[config.mk]
export PLATFORM = sky130hd
export DESIGN_NAME = display_scan_controller
export DESIGN_NICKNAME = d
export VERILOG_FILES = /design/src/rtl/display_scan_controller.sv
export SDC_FILE = /design/constraint.sdc
export NUM_CORES = 1
export LEC_CHECK = 0
export ABC_AREA = 1
export CORE_MARGIN = 3
export CORE_UTILIZATION = 55
export CTS_CLUSTER_DIAMETER = 200
export DETAILED_ROUTE_END_ITERATION = 8
export PLACE_DENSITY = 0.76
export SKIP_CTS_REPAIR_TIMING = 1
export SYNTH_ARGS = -nofsm -noshare
export SYNTH_HDL_FRONTEND = slang
export SYNTH_SLANG_ARGS = --single-unit
[constraint.sdc]
create_clock -name cmosClock -period 2.4 [get_ports cmosClock]
set_clock_uncertainty 0.2 [all_clocks]
set_input_delay 0.48 -clock cmosClock [delete_from_list [all_inputs] [get_ports cmosClock]]
set_output_delay 0.48 -clock cmosClock [all_outputs]
set_load 0.03 [all_outputs]
[src/rtl/display_scan_controller.sv]
// Multiplexed seven-segment scan sequencer: prescaled refresh tick, blanking gap,
// per-digit segment fetch over req/ack, then hold the digit lit until the next tick.
module display_scan_controller #(
  parameter int PRESCALE     = 250000,
  parameter int NUM_DIGITS   = 4,
  parameter int BLANK_CYCLES = 1000,
  parameter int ACK_TIMEOUT  = 16
) (
  input  logic                  cmosClock,
  input  logic                  reset,
  input  logic                  displayEnable,
  output logic                  digitReq,
  output logic [2:0]            digitIndex,
  input  logic                  digitAck,
  input  logic [7:0]            segmentIn,
  output logic [NUM_DIGITS-1:0] anodeOut,
  output logic [7:0]            segmentOut,
  output logic                  timeoutFlag,
  output logic                  overrunFlag
);

  localparam int PW   = (PRESCALE > 1) ? $clog2(PRESCALE) : 1;
  localparam int CMAX = (BLANK_CYCLES > ACK_TIMEOUT) ? BLANK_CYCLES : ACK_TIMEOUT;
  localparam int CW   = $clog2(CMAX + 1);

  typedef enum logic [1:0] {IDLE, BLANK, FETCH, SHOW} state_t;

  state_t                r_state, w_state_nx;
  logic [PW-1:0]         r_presc;
  logic                  w_tick;
  logic [CW-1:0]         r_cnt, w_cnt_nx;
  logic [2:0]            r_idx, w_idx_nx, w_idx_inc;
  logic [7:0]            r_seg, w_seg_nx;
  logic                  r_pend, w_pend_nx;
  logic                  r_to, w_to_nx;
  logic                  r_ovr, w_ovr_nx;
  logic                  w_done;
  logic [NUM_DIGITS-1:0] w_onehot;

  assign w_tick    = (r_presc == PW'(PRESCALE - 1));
  assign w_idx_inc = (r_idx == 3'(NUM_DIGITS - 1)) ? 3'd0 : r_idx + 3'd1;

  always_ff @(posedge cmosClock) begin
    if (reset)       r_presc <= '0;
    else if (w_tick) r_presc <= '0;
    else             r_presc <= r_presc + PW'(1);
  end

  always_ff @(posedge cmosClock) begin
    if (reset) begin
      r_state <= IDLE;
      r_cnt   <= '0;
      r_idx   <= 3'(NUM_DIGITS - 1);
      r_seg   <= 8'hFF;
      r_pend  <= 1'b0;
      r_to    <= 1'b0;
      r_ovr   <= 1'b0;
    end else begin
      r_state <= w_state_nx;
      r_cnt   <= w_cnt_nx;
      r_idx   <= w_idx_nx;
      r_seg   <= w_seg_nx;
      r_pend  <= w_pend_nx;
      r_to    <= w_to_nx;
      r_ovr   <= w_ovr_nx;
    end
  end

  always_comb begin
    w_state_nx = r_state;
    w_cnt_nx   = r_cnt;
    w_idx_nx   = r_idx;
    w_seg_nx   = r_seg;
    w_pend_nx  = r_pend;
    w_to_nx    = 1'b0;
    w_ovr_nx   = r_ovr;
    w_done     = 1'b0;
    case (r_state)
      IDLE: begin
        if (w_tick && displayEnable) begin
          w_state_nx = BLANK;
          w_idx_nx   = w_idx_inc;
          w_cnt_nx   = CW'(BLANK_CYCLES - 1);
        end
      end
      BLANK, FETCH: begin
        // A tick that cannot be serviced now is remembered; a second one is lost.
        if (w_tick) begin
          w_pend_nx = 1'b1;
          if (r_pend) w_ovr_nx = 1'b1;
        end
        if (r_state == BLANK) begin
          if (r_cnt == '0) begin
            w_state_nx = FETCH;
            w_cnt_nx   = CW'(ACK_TIMEOUT - 1);
          end else begin
            w_cnt_nx = r_cnt - CW'(1);
          end
        end else begin
          if (digitAck) begin
            w_seg_nx = segmentIn;
            w_done   = 1'b1;
          end else if (r_cnt == '0) begin
            w_seg_nx = 8'hFF;
            w_to_nx  = 1'b1;
            w_done   = 1'b1;
          end else begin
            w_cnt_nx = r_cnt - CW'(1);
          end
          if (w_done) begin
            if (displayEnable) begin
              w_state_nx = SHOW;
            end else begin
              w_state_nx = IDLE;
              w_pend_nx  = 1'b0;
            end
          end
        end
      end
      SHOW: begin
        if (!displayEnable) begin
          w_state_nx = IDLE;
          w_pend_nx  = 1'b0;
        end else if (w_tick || r_pend) begin
          w_pend_nx  = 1'b0;
          w_idx_nx   = w_idx_inc;
          w_state_nx = BLANK;
          w_cnt_nx   = CW'(BLANK_CYCLES - 1);
        end
      end
      default: w_state_nx = IDLE;
    endcase
  end

  // Enable gates the anodes after the register so blanking is immediate.
  assign w_onehot    = NUM_DIGITS'(1) << r_idx;
  assign anodeOut    = (r_state == SHOW && displayEnable) ? ~w_onehot : '1;
  assign digitReq    = (r_state == FETCH);
  assign digitIndex  = r_idx;
  assign segmentOut  = r_seg;
  assign timeoutFlag = r_to;
  assign overrunFlag = r_ovr;

endmodule

**Routed metal per tile**

14 x 14 tiles, from white (low) to dark blue (high), scaled to the fullest tile. Values are wire area over tile area, all layers added.
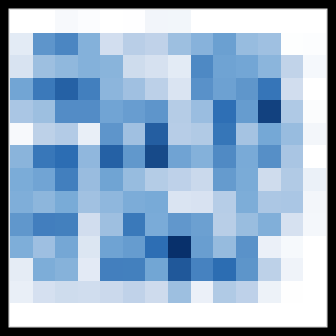
emptiest ninth of the die: bottom right
fullest tile: 0.43
tiles over half the peak: 30%
DR WL/cell: 11.41 microns
total vias in the final route: 2,142
Detailed Route WL: 4828 microns

**A small window of the routed layout**

Bar = 5 microns. Window x 44 to 64, y 44 to 64 microns. Cells in gray, sequential cells in the stronger gray; small squares are vias.
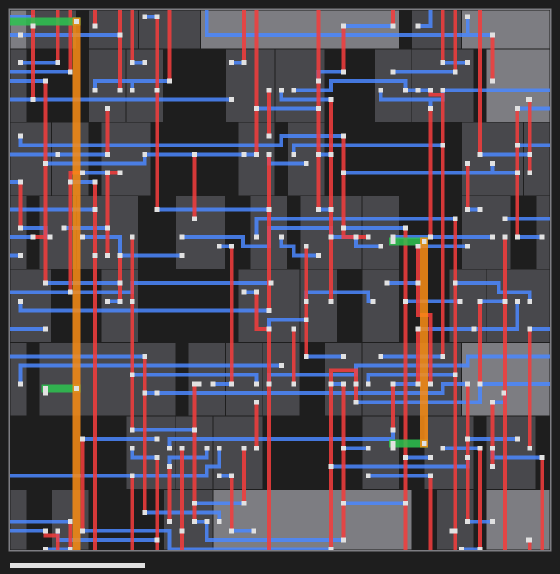
| layer | color |
|---|---|
| met2 | red |
| met1 | blue |
| met4 | orange |
| met3 | green |
most frequent: nand2_1 (10), a21oi_1 (7)
sequential cells in the window: 2
cells with their middle in the window: 48
netlist names of flops here include: `r_presc` (2)

==> run summary <==
State of the implementation.

- The run finished with clean final reports.
- In the synthesized netlist the async set-or-reset flop fraction comes to 0%.
- The global routing report lists combined usage of all routing layers as a little over 20%.
- The count of input and output buffers is 29, for reference.
- Once detail routing completed, the nets flagged for antenna violations numbered 0.
- For this run, the detailed router's first-pass iteration total came to 4.
- STA classifies the critical path startpoint as an input pin.
- The number of signal-net buffers in the layout is 36, for reference.
- The final-layout clock-cell area share is 2.704%, for reference.
- The clock latency of the later-clocked register in the worst-skew pair is around 0.3 ns, for reference.
- The clock sink total is 44, for reference.
- The category of the most critical setup path is in2out, for reference.
- For this run, design rule violations remaining after detail routing come to 0.
- Headroom to the max-slew limit came out at 77.77%.
- The dominant cell by count in the synthesized netlist is nand2_1, for reference.
- Per the post-synthesis stats, the area per cell is 7.222 sq um.
- CTS added clock buffers totalling 5.
- Per the OpenROAD floorplan log, the height of the die is 72.23 microns.
- The endpoint required time on the critical path is between 1.5 and 2 ns, for reference.
- The count of non-CTS inverters in the layout is 35, for reference.
- The share of the core area taken by cells at floorplan is 58.62%.
- The number of warning messages in the logs is 32, for reference.
- The critical path contains buffers and inverters numbering 4 combined.
- The number of antenna violations at the first check in global routing came to 0.
- The final design was reported to hold multi-input combinational gates totalling 251.
- Summed over its instances, the top area cell type makes up 36.51% of the synthesized netlist area.
- The number of global-route vias before repair is 2,037, for reference.
- Max fanout on the critical path was recorded as 4.
- The smallest setup slack after layout is 0.1329 ns, for reference.
- The root cell of the clock tree is clkbuf_8, for reference.
- The achievable frequency is around 440 MHz, for reference.
- The area taken by sequential standard cells is reported as a little under 900 sq um.
- The most frequent standard cell in the layout excluding fill and tap cells is nand2_1, for reference.
- The part of the Yosys area used for sequential elements is between 30% and 40%, for reference.
- Ranked by total cell area, the synthesized netlist is headed by dfxtp_1 37%, nand2_1 12%, nor2_1 7.3%.
- Buffers outside the clock tree occupy 12.30% of the routed design's cell area.
- The number of diodes added for antenna fixing is 0, for reference.
- The net count of the finished layout is 395.
- The end point of the critical path is anodeOut[1], for reference.
- The number of cell rows is 23, for reference.
- The worst-case IR drop observed on VDD is 0.5716 mV.
- Counting every net in the synthesized netlist gives 356.
- Yosys stat counts 334 cells in the synthesized netlist.
- The chip area line in the Yosys stat output reads about 0.0024 sq mm.
- The critical path's largest stage delay is 0.48 ns, for reference.
- The launching element of the worst setup path is displayEnable, for reference.
- The cell family contributing the most delay on the critical path is buffers and inverters.
- Including well taps, the total number of placed cells is ~420.
- The hold path depth is 1, for reference.
- Among all stages on the critical path, the largest delay is contributed by clkdlybuf4s50_1.
- Counting along the longest clock path gives a buffer depth of 2.
- The post-synth count of flops with an enable pin is 0.
- The number of warnings printed during yosys synthesis is 0, for reference.
- The number of fill cells is 353, for reference.
- The largest area contributor in the netlist is dfxtp_1, for reference.
- The H-tree depth is 2, for reference.
- The final number of max-transition violations is 0, for reference.
- The post-detailed-placement half-perimeter wirelength is approximately 3600 microns, for reference.
- 30 I/O pins were placed.
- The gate count of the mapped netlist is 334, for reference.
- The cell group occupying the most layout area is logic gates, for reference.
- Dividing the final minimum period by the clock period gives 94.46%.
- The multi-input combinational cell area is 0.001364 sq mm, for reference.
- The critical path data arrival time is around 1.6 ns, for reference.
- Setup repair after global routing left no endpoint under its margin.
- Of the cells placed in the final design, the portion with a size suffix greater than 1 is 12.60%.
- The script logs the ratio of routed vias to standard cells as 5.064.
- The critical register-to-register path endpoint is r_cnt[5], for reference.
- Per the OpenROAD power report, leakage power amounts to around 1.2 nW.
- The commonest cells after synthesis are 78 x nand2_1, 47 x nor2_1, 44 x dfxtp_1, 31 x inv_1, 17 x a21oi_1.
- The last timing report of the flow puts the setup violation total at 0.
- Looking at the worst setup and hold paths, the clock pins of their registers show a slew of 0.08 ns.
- The register with the most flip-flops in the layout has 18 of them.
- The script computed a power per unit cell area of about 920 mW/mm^2.
- The region available for standard cell placement spans 0.004115 sq mm.
- Of the total standard cell area in the layout, the multi-input combinational portion is 47.54%.
- The layout clock buffer count is 6, for reference.
- The TritonCTS clock tree is yes, for reference.
- The cell sequence reported for the critical path is clkdlybuf4s50_1 > inv_1 > nor3_1 > buf_4 > nand2_1 > dlymetal6s2s_1.
- For this run the aggregate overflow at the end of global routing stands at 0.
- At the end of routability-driven placement, the weighted congestion stood at 0.7979.
- The slack of the worst reg-to-reg path is between 0.3 and 0.4 ns, for reference.
- In this run, synthesis produced a sequential element count of ~44.
- The synthesis report names the predominant flop master as dfxtp_1.
- In the layout the commonest cells are 78 x nand2_1, 47 x nor2_1, 44 x dfxtp_1.
- The worst flop-to-flop path startpoint is r_presc[0], for reference.
- The capture endpoint of the worst hold path is overrunFlag, for reference.
==> metrics by stage <==
| step | power, mW | setup TNS (ns) | util (%) | cell area, sq um | hold WS [ns] |
|---|---|---|---|---|---|
| after global routing | 2.874 | 0 | 69.72 | 2869 | 0.2992 |
| final | 2.648 | 0 | 69.72 | 2869 | 0.2754 |
| after global placement | 2.209 | -0.7830 | 67.59 | 2781 | 0.2516 |
| after detailed placement | 2.228 | -0.8683 | 67.59 | 2781 | 0.2640 |
| after floorplan | 1.952 | 0 | - | 2412 | 0.2297 |
| after CTS | 2.677 | -0.9274 | 69.47 | 2859 | 0.2813 |
==> cell families after synthesis <==
family                   after synthesis  share of synthesized area (%)
buffers and inverters                 39                          6.950
adder cells (fa/ha/maj)               10                          5.187
XOR/XNOR                               6                          2.178
flip-flops                            44                          36.51
AND/OR/NAND/NOR                      195                          39.89
AND-OR/OR-AND                         40                          9.284
==> worst register-to-register path, stage by stage, from the launching register on <==
cell	delay [ns]
dfxtp_1	0.42
ha_1	0.21
nand2_2	0.08
nor2_4	0.12
inv_2	0.06
nor2_4	0.12
nand3_1	0.10
nand2_2	0.11
nand2_4	0.09
nor2_8	0.24
nand2_1	0.09
nand2_1	0.08
nor2_2	0.03
==> power breakdown <==
part | switching, mW | internal, mW | total (mW)
clock | 0.243 | 0.198 | 0.441
sequential | 0.105 | 0.845 | 0.950
combinational | 0.774 | 0.483 | 1.26
total | 1.12 | 1.53 | 2.65
==> metal layers <==
| metal | GRT usage, % | part of all wire [%] | up-vias | wire, microns |
|---|---|---|---|---|
| li1 | - | - | 1152 | - |
| met3 | 6.648 | 6.9 | 8 | 331 |
| met2 | 33.47 | 44 | 53 | 2115 |
| met1 | 26.10 | 48 | 929 | 2307 |
| met4 | 7.098 | 1.5 | 0 | 74 |
| met5 | 0 | 0 | - | 0 |
Power figures rest on the tool's default switching activity, not on a simulated workload.
